<file path="src/rtl/uart_tx_frame.sv">
// UART transmitter: start bit, 8 data bits LSB first, optional parity, stop bit.
// Each bit lasts CLKS_PER_BIT clocks so tx can loop straight into the 16x receiver.
module uart_tx_frame #(
  parameter int CLKS_PER_BIT = 16,
  parameter int PARITY_EN    = 1,
  parameter int PARITY_ODD   = 0
) (
  input  logic       clk,
  input  logic       rst_n,
  input  logic [7:0] datain,
  input  logic       tx_en,
  output logic       tx,
  output logic       tx_busy,
  output logic       tx_done
);

  typedef enum logic [2:0] {
    IDLE,
    START,
    DATA,
    PARITY,
    STOP
  } state_t;

  localparam logic [7:0] BAUD_LAST = 8'(CLKS_PER_BIT - 1);
  localparam logic       PAR_EN    = (PARITY_EN != 0);
  localparam logic       PAR_ODD   = (PARITY_ODD != 0);

  state_t     state_reg,  state_next;
  logic [7:0] baud_reg,   baud_next;
  logic [2:0] bit_idx_reg, bit_idx_next;
  logic [7:0] shift_reg,  shift_next;
  logic       parity_reg, parity_next;
  logic       tx_reg,     tx_next;
  logic       busy_reg,   busy_next;
  logic       done_reg,   done_next;

  logic       bit_end;

  assign bit_end = (baud_reg == BAUD_LAST);

  always_ff @(posedge clk or negedge rst_n) begin
    if (!rst_n) begin
      state_reg   <= IDLE;
      baud_reg    <= 8'd0;
      bit_idx_reg <= 3'd0;
      shift_reg   <= 8'd0;
      parity_reg  <= 1'b0;
      tx_reg      <= 1'b1;
      busy_reg    <= 1'b0;
      done_reg    <= 1'b0;
    end else begin
      state_reg   <= state_next;
      baud_reg    <= baud_next;
      bit_idx_reg <= bit_idx_next;
      shift_reg   <= shift_next;
      parity_reg  <= parity_next;
      tx_reg      <= tx_next;
      busy_reg    <= busy_next;
      done_reg    <= done_next;
    end
  end

  always_comb begin
    state_next   = state_reg;
    baud_next    = bit_end ? 8'd0 : baud_reg + 8'd1;
    bit_idx_next = bit_idx_reg;
    shift_next   = shift_reg;
    parity_next  = parity_reg;
    tx_next      = tx_reg;
    busy_next    = busy_reg;
    done_next    = 1'b0;

    case (state_reg)
      IDLE: begin
        tx_next      = 1'b1;
        busy_next    = 1'b0;
        baud_next    = 8'd0;
        bit_idx_next = 3'd0;
        if (tx_en) begin
          // Parity is fixed at accept time so later datain changes cannot leak in.
          shift_next  = datain;
          parity_next = (^datain) ^ PAR_ODD;
          tx_next     = 1'b0;
          busy_next   = 1'b1;
          state_next  = START;
        end
      end

      START: begin
        if (bit_end) begin
          tx_next      = shift_reg[0];
          shift_next   = {1'b0, shift_reg[7:1]};
          bit_idx_next = 3'd0;
          state_next   = DATA;
        end
      end

      DATA: begin
        if (bit_end) begin
          if (bit_idx_reg == 3'd7) begin
            if (PAR_EN) begin
              tx_next    = parity_reg;
              state_next = PARITY;
            end else begin
              tx_next    = 1'b1;
              state_next = STOP;
            end
          end else begin
            tx_next      = shift_reg[0];
            shift_next   = {1'b0, shift_reg[7:1]};
            bit_idx_next = bit_idx_reg + 3'd1;
          end
        end
      end

      PARITY: begin
        if (bit_end) begin
          tx_next    = 1'b1;
          state_next = STOP;
        end
      end

      STOP: begin
        tx_next = 1'b1;
        if (bit_end) begin
          busy_next  = 1'b0;
          done_next  = 1'b1;
          state_next = IDLE;
        end
      end

      default: begin
        state_next = IDLE;
        tx_next    = 1'b1;
        busy_next  = 1'b0;
        baud_next  = 8'd0;
      end
    endcase
  end

  assign tx      = tx_reg;
  assign tx_busy = busy_reg;
  assign tx_done = done_reg;

endmodule

</file>
<file path="config.mk">
export PLATFORM = sky130hd
export DESIGN_NAME = uart_tx_frame
export DESIGN_NICKNAME = d
export VERILOG_FILES = /design/src/rtl/uart_tx_frame.sv
export SDC_FILE = /design/constraint.sdc
export NUM_CORES = 1
export LEC_CHECK = 0
export CORE_MARGIN = 2
export CORE_UTILIZATION = 33
export DETAILED_ROUTE_END_ITERATION = 12
export SLEW_MARGIN = 10
export SYNTH_ARGS = -nofsm -noshare
export SYNTH_HDL_FRONTEND = slang
export SYNTH_SLANG_ARGS = --single-unit
</file>
<file path="constraint.sdc">
create_clock -name clk -period 2.1 [get_ports clk]
set_input_delay 0.525 -clock clk [delete_from_list [all_inputs] [get_ports clk]]
set_output_delay 0.525 -clock clk [all_outputs]
set_load 0.005 [all_outputs]
</file>
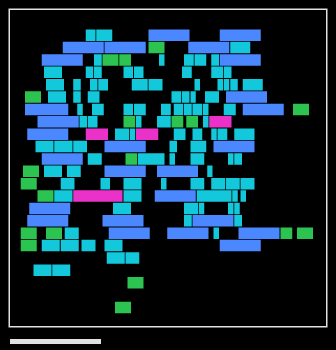
Run 1: cells coloured by class
Scale bar: 20 um.
[cyan] combinational and other logic | cells: 100 | share of their area: 45%
[green] remaining buffers and delay cells | cells: 19 | share of their area: 11%
[blue] sequential cells | cells: 26 | share of their area: 40%
[magenta] clock drivers and dummy loads | cells: 4 | share of their area: 4.4%

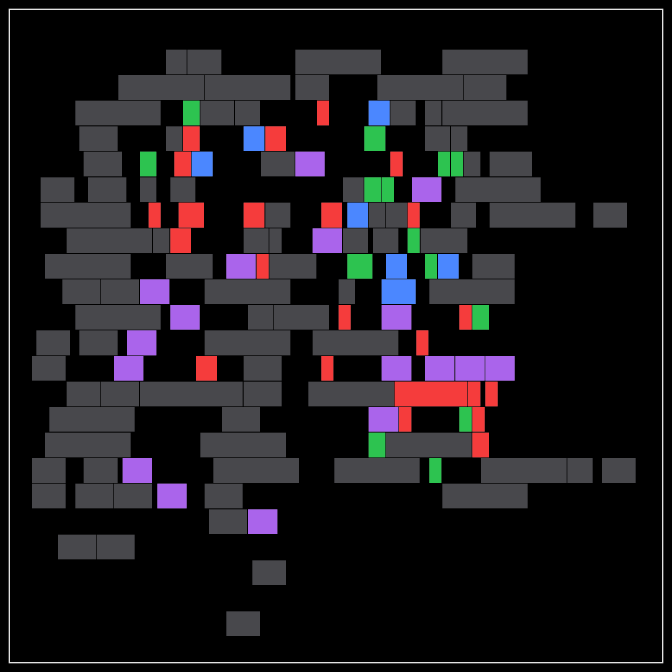
Run 1: gate families picked out
[red] nor cells | cells: 23 | most used: nor2_1
[green] nand cells | cells: 14 | most used: nand2_1
[purple] xor and xnor cells | cells: 17 | most used: xnor2_1
[blue] and/or cells | cells: 7 | most used: and3_1

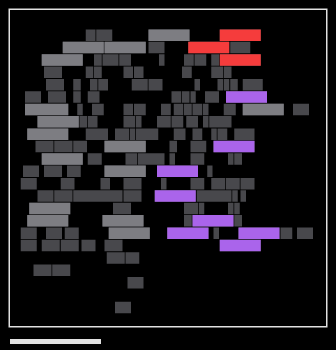
Run 1: register map, names as in the netlist
Scale bar: 20 um. Other sequential cells in the stronger grey, the rest of the logic in the fainter grey.
[purple] `baud_reg` | sequential cells: 8
[red] `bit_idx_reg` | sequential cells: 3
not coloured: 15

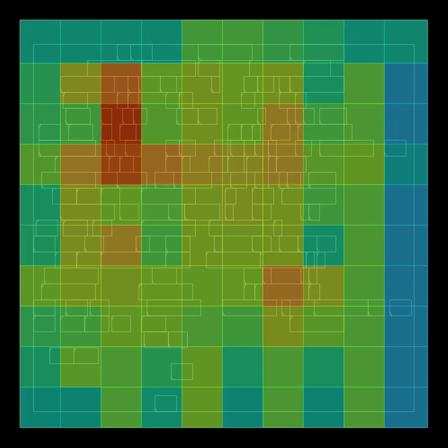
Run 1: routing congestion
overall track demand over capacity in global routing: 0.124
met2 layer usage reported by global route: 0.220
global routing usage on met3: 0.0349
final core utilization: 0.419

==> flow.log, run 1 <==
[flow] final metrics
[metrics] global-route wire length before repair: ~4800 um
[metrics] max-cap check violation count: 0
[metrics] endpoint of the worst hold path: baud_reg[0]
[metrics] DR vias/cell: 5.02
[metrics] worst setup path endpoint: shift_reg[4]
[metrics] leakage power: slightly above 0.7 nW
[metrics] Die Span Y: approximately 69 um
[metrics] synth-to-layout area growth: 20.3%
[metrics] number of buffers added on ports: 13
[metrics] kind of path behind the tightest hold check: register to register
[metrics] combinational share of cell area: 0.433
[metrics] switching fraction of total power: 0.318
[metrics] final worst-path cycle share: 0.902
[metrics] R2R cell count: 4
[metrics] part of the power in the clock network: 0.202
[metrics] via count of the first global-routing pass: 1053
[metrics] cell area after synthesis: about 1400 sq um
[metrics] share of the final layout cell area in sequential cells: 0.383
[metrics] reg2reg start: baud_reg[4]
[metrics] Met1 Routed Length: approximately 1200 um
[metrics] Critical R2R Capture: shift_reg[4]
[metrics] Pwr per Cell Area: ~1200 nW/um^2
[metrics] net count reported at finish: roughly 160
[metrics] result of the run: finished, final reports clean
[metrics] type of origin of the critical path: register
[metrics] share of final layout cell area taken by non-clock buffers: 0.103
[metrics] clock slew seen by the registers of the worst setup and hold paths: around 0.09 ns
[metrics] share of synthesized registers carrying an async set or reset: 1.00
[metrics] Total Routed Length: 2660 um
[metrics] routing usage on met1: 0.153
[metrics] most repeated cell in the gate-level netlist after synthesis: sky130_fd_sc_hd__dfrtp_1
[metrics] area-dominant cell class after layout: multi-input combinational cells
[metrics] CP Cell Sequence: nor4_4 > a21oi_1 > a21oi_4 > mux2_2
[metrics] TritonCTS clock tree: yes
[metrics] fp util: 0.348
[metrics] sw power: ~0.00064 W
[metrics] maximum single-stage delay on the critical path: approximately 0.45 ns
[metrics] placement row count: 23
[metrics] Diodes inserted: 0
[metrics] setup repair after global routing missed its margin: false
[metrics] total tool warning count: 26
[metrics] PnR Total Power: 0.00202 W
[metrics] count of H-tree levels built during CTS: 1
run 1: through the flow:
step	setup slack [ns]	instances	utilization	hold slack, ns
floorplan	0.344	131	-	0.229
global placement	0.0175	195	0.401	0.453
detailed placement	-0.0274	195	0.401	0.481
CTS	0.192	199	0.419	0.494
global route	0.0697	199	0.419	0.518
finish	0.206	199	0.419	0.487
run 1: power by group through the flow:
stage | logic, W | registers [W] | clock network (W)
3_5_place_dp | 0.000779 | 0.000858 | 0
4_1_cts | 0.000783 | 0.000848 | 0.000425
2_1_floorplan | 0.000608 | 0.000793 | 0
6_report | 0.000762 | 0.000849 | 0.000408
5_1_grt | 0.000863 | 0.000876 | 0.000447
3_3_place_gp | 0.000740 | 0.000844 | 0
Run 1, clock network drawn from the DEF:
Scale bar: 20 um.
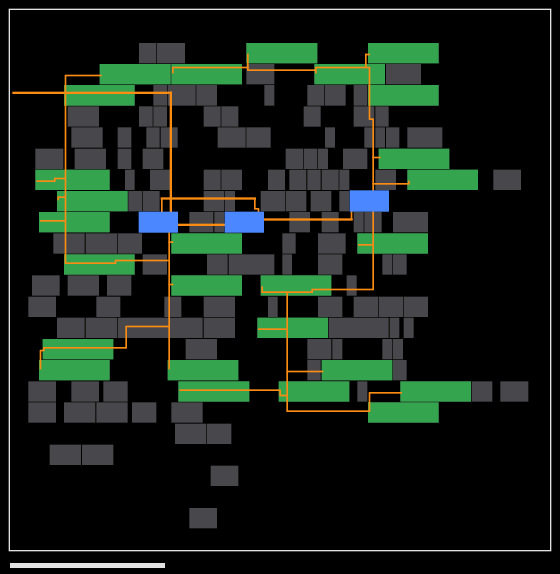

==> run 2: changes to the inputs <==
Settings changed: HOLD_SLACK_MARGIN set to 0.06, MAX_ROUTING_LAYER set to met4, PLACE_DENSITY set to 0.61.
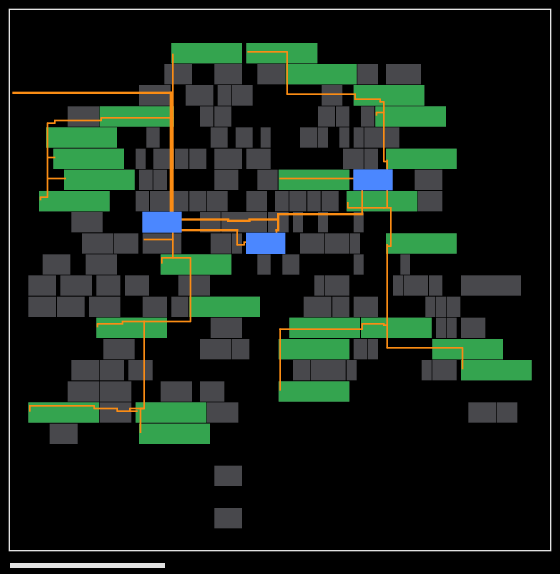
Run 2: clock network drawn from the DEF
Scale bar: 20 um.
[green] flip-flops | count: 26
[blue] clock drivers | count: 3
[orange] clock wires | length: 318 um
routed clock nets: 4

==> flow.log, run 2 <==
[flow] final metrics
[metrics] Total Routed Length: approximately 2700 um
[metrics] worst setup path category: register to register
[metrics] part of the power in the clock network: 0.165
[metrics] met2 layer usage reported by global route: 0.212
[metrics] net count reported at finish: between 150 and 200
[metrics] clock skew: roughly 0.0043 ns
[metrics] non-filler instance count after layout: between 150 and 200
[metrics] switching fraction of total power: 0.332
[metrics] Met1 Routed Length: 1220 um
[metrics] worst setup slack after placement: -0.0252 ns
[metrics] DR vias/cell: ~5.0
[metrics] Initial DRC Count: roughly 53
[metrics] main power-consuming group: sequential cells
[metrics] Max VDD drop: roughly 0.00057 V
[metrics] total tool warning count: 26
[metrics] fp util: 0.348
[metrics] result of the run: finished, final reports clean
[metrics] CP Cell Sequence: nor4_4 > a21oi_1 > a21oi_4 > mux2_2
[metrics] maximum single-stage delay on the critical path: approximately 0.46 ns
[metrics] power attributed to sequential cells: 0.000837 W
[metrics] total cell area at the placement stage: between 1500 and 2000 sq um
[metrics] sw power: between 0.0006 and 0.0007 W
[metrics] fmax: 0.525 GHz
[metrics] data arrival time of the critical path: 2.06 ns
[metrics] max-cap check violation count: 0
[metrics] final core utilization: 0.415
[metrics] combinational group power: 0.000776 W
[metrics] total placed cells including tap cells: a little under 200
[metrics] Pwr per Cell Area: 1150 nW/um^2
[metrics] combined buffer and inverter count along the critical path: 0
[metrics] cell area after synthesis: between 1000 and 1500 sq um
[metrics] most used cells in the layout excluding fill and tap cells: sky130_fd_sc_hd__dfrtp_1, sky130_fd_sc_hd__xnor2_1, sky130_fd_sc_hd__mux2_2, sky130_fd_sc_hd__nor2_1, sky130_fd_sc_hd__clkdlybuf4s50_1
[metrics] clock root buffer: sky130_fd_sc_hd__clkbuf_8
[metrics] initial antenna violation count: 0
[metrics] share of synthesized registers carrying an async set or reset: 1.00
[metrics] comb area leader: simple AND/OR/NAND/NOR gates
[metrics] global-route wire length before repair: around 4800 um
[metrics] Diodes inserted: 0
[metrics] yosys simple share: 0.167
[metrics] TritonCTS clock tree: yes
[metrics] type of origin of the critical path: register
[metrics] synth-to-layout area growth: 19.1%
[metrics] clock slew seen by the registers of the worst setup and hold paths: ~0.09 ns
[metrics] xor and xnor area share after synthesis: 0.105
[metrics] placement row count: 23
[metrics] WHS: about 0.47 ns
[metrics] PnR Total Power: approximately 0.0019 W
[metrics] Clock net power: between 0.0003 and 0.0004 W
[metrics] Chip Area: slightly below 5000 sq um
[metrics] most repeated cell in the gate-level netlist after synthesis: sky130_fd_sc_hd__dfrtp_1
[metrics] leakage power: around 0.7 nW
[metrics] kind of path behind the tightest hold check: register to register
[metrics] via count of the first global-routing pass: 1028
[metrics] routing usage on met1: 0.154
[metrics] cells resized by post-CTS repair: 0
[metrics] global routing usage on met3: 0.0378
[metrics] setup repair after global routing missed its margin: false
[metrics] Die Span Y: between 60 and 70 um
[metrics] overall track demand over capacity in global routing: 0.127
[metrics] Inserted Clock Buffers: 3
[metrics] insertion delay of the later-clocked pin in the worst-skew pair: approximately 0.27 ns
[metrics] Largest type area fraction: 0.442
[metrics] final worst-path cycle share: 0.907
[metrics] Final WS setup: just under 0.2 ns
## run 2: cell counts after synthesis
No cell type changed its count.
## run 2: cell type report
class / instances / area, sq um
multi-input combinational: 99 / 736
sequential: 26 / 652
timing repair buffer: 19 / 175
clock buffer: 4 / 55.1
inverter: 1 / 3.75
fill: 376 / 2370
tap: 50 / 62.6
## run 2: worst paths after layout
kind / slack [ns] / startpoint / cells after the start / end
setup / recovery: 0.19 / baud_reg[4] / 4 / shift_reg[7]
hold / removal: 0.47 / baud_reg[0] / 1 / baud_reg[0]
setup reg to reg: 0.19 / baud_reg[4] / 4 / shift_reg[7]
hold reg to reg: 0.47 / baud_reg[0] / 1 / baud_reg[0]
max in group asynchronous: 1.18 / rst_n / 2 / tx
min in group asynchronous: 0.62 / rst_n / 2 / baud_reg[5]
No activity file was given, so power comes from the tool's default toggle rates.
